<file path="src/rtl/universal_reg.sv">
// Multi-mode WIDTH-bit register: hold, load, shift, rotate, toggle and sync clear.
// Latency: one clk edge from inputs to q; changed is registered alongside q.
// Backpressure: none; accepts one operation every cycle, en=0 stalls in place.
module universal_reg #(
    parameter int                 WIDTH       = 8,
    parameter logic [WIDTH-1:0]   RESET_VALUE = '0
) (
    input  logic             clk,
    input  logic             rst,
    input  logic             en,
    input  logic [2:0]       mode,
    input  logic [WIDTH-1:0] d,
    input  logic             sin_l,
    input  logic             sin_r,
    output logic [WIDTH-1:0] q,
    output logic             sout_l,
    output logic             sout_r,
    output logic             zero,
    output logic             changed
);

    typedef enum logic [2:0] {
        MODE_HOLD = 3'b000,
        MODE_LOAD = 3'b001,
        MODE_SHL  = 3'b010,
        MODE_SHR  = 3'b011,
        MODE_ROL  = 3'b100,
        MODE_ROR  = 3'b101,
        MODE_TOG  = 3'b110,
        MODE_CLR  = 3'b111
    } mode_e;

    logic [WIDTH-1:0] q_nxt;

    always_comb begin
        q_nxt = q;
        if (en) begin
            case (mode_e'(mode))
                MODE_HOLD: q_nxt = q;
                MODE_LOAD: q_nxt = d;
                MODE_SHL:  q_nxt = {q[WIDTH-2:0], sin_l};
                MODE_SHR:  q_nxt = {sin_r, q[WIDTH-1:1]};
                MODE_ROL:  q_nxt = {q[WIDTH-2:0], q[WIDTH-1]};
                MODE_ROR:  q_nxt = {q[0], q[WIDTH-1:1]};
                MODE_TOG:  q_nxt = q ^ d;
                MODE_CLR:  q_nxt = '0;
                default:   q_nxt = q;
            endcase
        end
    end

    // changed compares against the old q, so no-op loads/rotates report 0
    always_ff @(posedge clk or posedge rst) begin
        if (rst) begin
            q       <= RESET_VALUE;
            changed <= 1'b0;
        end else begin
            q       <= q_nxt;
            changed <= (q_nxt != q);
        end
    end

    assign sout_l = q[WIDTH-1];
    assign sout_r = q[0];
    assign zero   = (q == '0);

endmodule
</file>
<file path="config.mk">
export PLATFORM = sky130hd
export DESIGN_NAME = universal_reg
export DESIGN_NICKNAME = d
export VERILOG_FILES = /design/src/rtl/universal_reg.sv
export SDC_FILE = /design/constraint.sdc
export NUM_CORES = 1
export LEC_CHECK = 0
export CAP_MARGIN = 20
export CORE_MARGIN = 1.5
export CORE_UTILIZATION = 52
export DETAILED_ROUTE_END_ITERATION = 6
export PLACE_DENSITY_LB_ADDON = 0.12
export SYNTH_ARGS = -nofsm -noshare
export SYNTH_HDL_FRONTEND = slang
export SYNTH_SLANG_ARGS = --single-unit
</file>
<file path="constraint.sdc">
create_clock -name clk -period 4.4 [get_ports clk]
set_clock_uncertainty 0.15 [all_clocks]
set_input_delay 0.88 -clock clk [delete_from_list [all_inputs] [get_ports clk]]
set_output_delay 0.88 -clock clk [all_outputs]
set_load 0.05 [all_outputs]
</file>
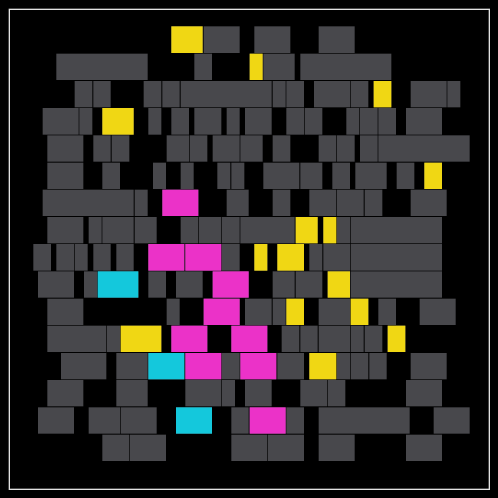
**Above:** logic cells by family.
Scale: 10 px per um.
| family | color | cells | most used |
|---|---|---|---|
| mux cells | magenta | 10 | mux2i_1 |
| nand cells | yellow | 15 | nand3_1 |
| non-inverting ao/oa cells | cyan | 3 | o22a_2 |

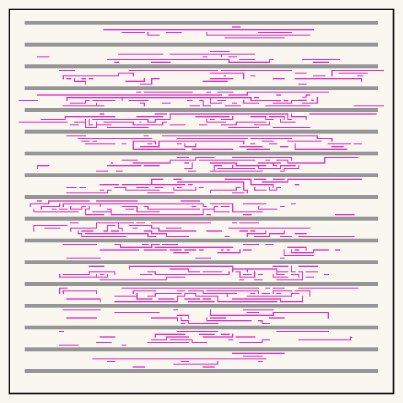
**Above:** signal wires on met1.
Scale: 8 px per um. Supply wires on this layer in gray.
share of all routed wire: 47%
nets with wire on the layer: 155
wire length on this layer: 1,330 um
longest straight run: 26.2 um

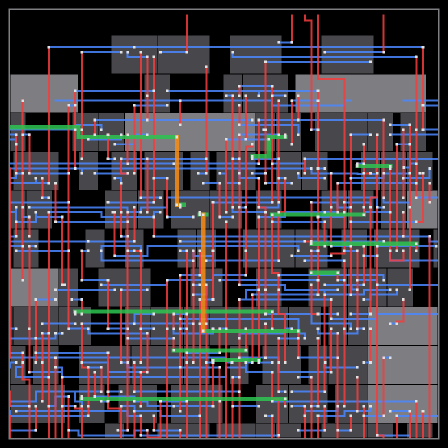
**Above:** a small window of the routed layout.
Region (9, 18) to (39, 48) um. Cells in gray, sequential cells in the stronger gray; small squares are vias.
| layer | color |
|---|---|
| M3 | green |
| M2 | red |
| M1 | blue |
| M4 | orange |
netlist names of flops here include: q (5), changed (1)
most frequent: o21ai_0 (18), nor2_1 (7), dfrtp_1 (6)
cells with their middle in the window: 83
sequential cells in the window: 6

==> out/qor.csv <==
stage,metric,value,unit
status,status,"finished, final reports clean",
timing,worstMarginPinSlew,0.680,ns
worst_setup_path,critPathCapture,zero,
route,wl_met1,1.33,mm
pwr,power_frac_comb,0.553,
place,placed_cell_area,1270,um2
worst_setup_path,setup.worst_path.start_class,register,
route,dr.pass1.iters,4,
yosys,netlist_area,1050,um2
yosys,yosys_warnings,0,
pwr,power_density,338,nW/um2
grt,grt_max_degree,19,
worst_setup_path,endpoint_kind,output port,
final_layout,top_register,q,
grt,grt_use_met2,0.451,
clock_network,clk_pin_slew_worst_paths,0.07,ns
yosys,yosysUniqueCellTypes,35,
yosys,mux_share,0.0957,
grt,grt_pass1_vias,1008,
final_layout,buffer_area_frac,0.213,
yosys,synthesis.instances,138,
yosys,ys.flops,9,
pwr,p_seq,130,uW
final_layout,largest_reg_flops,8,
route,wl_met2,1.34,mm
grt,grt_use_total,0.276,
yosys,syn_area_per_cell,7.58,um2
worst_hold_path,hold_path.class,register to register,
route,drtIter0Drc,49,
place,dp_slack,0.965,ns
yosys,yosysMostFrequentCell,o21ai_0,
final_layout,antenna_cells,0,
route,viasPerCell,6.17,
yosys,fa_ha_area_frac,0,
pwr,clockPowerShare,0.152,
final_layout,postLayoutCellArea,1300,um2
final_layout,ff_count,9,
final_layout,n_all_buffers,28,
final_layout,final_cell_mix,"o21ai_0, clkdlybuf4s50_1, nor2_1",
yosys,synth_top_cell_by_area,dfrtp_1,
clock_network,clock_path_buffers,2,
flow_run,drv_cap,0,
yosys,yosys-top-cells-count,"o21ai_0, nor2_1, mux2i_1",
worst_hold_path,min_from,q[3],
clock_network,cts_setup_buffers,0,
pwr,power.group.top,combinational cells,
yosys,yosys_cells,138,
clock_network,clk_latency,0.27,ns
final_layout,sh_seq_area,0.173,
final_layout,comb_area_share,0.547,
timing,fmax,307,MHz
Power figures rest on the tool's default switching activity, not on a simulated workload.
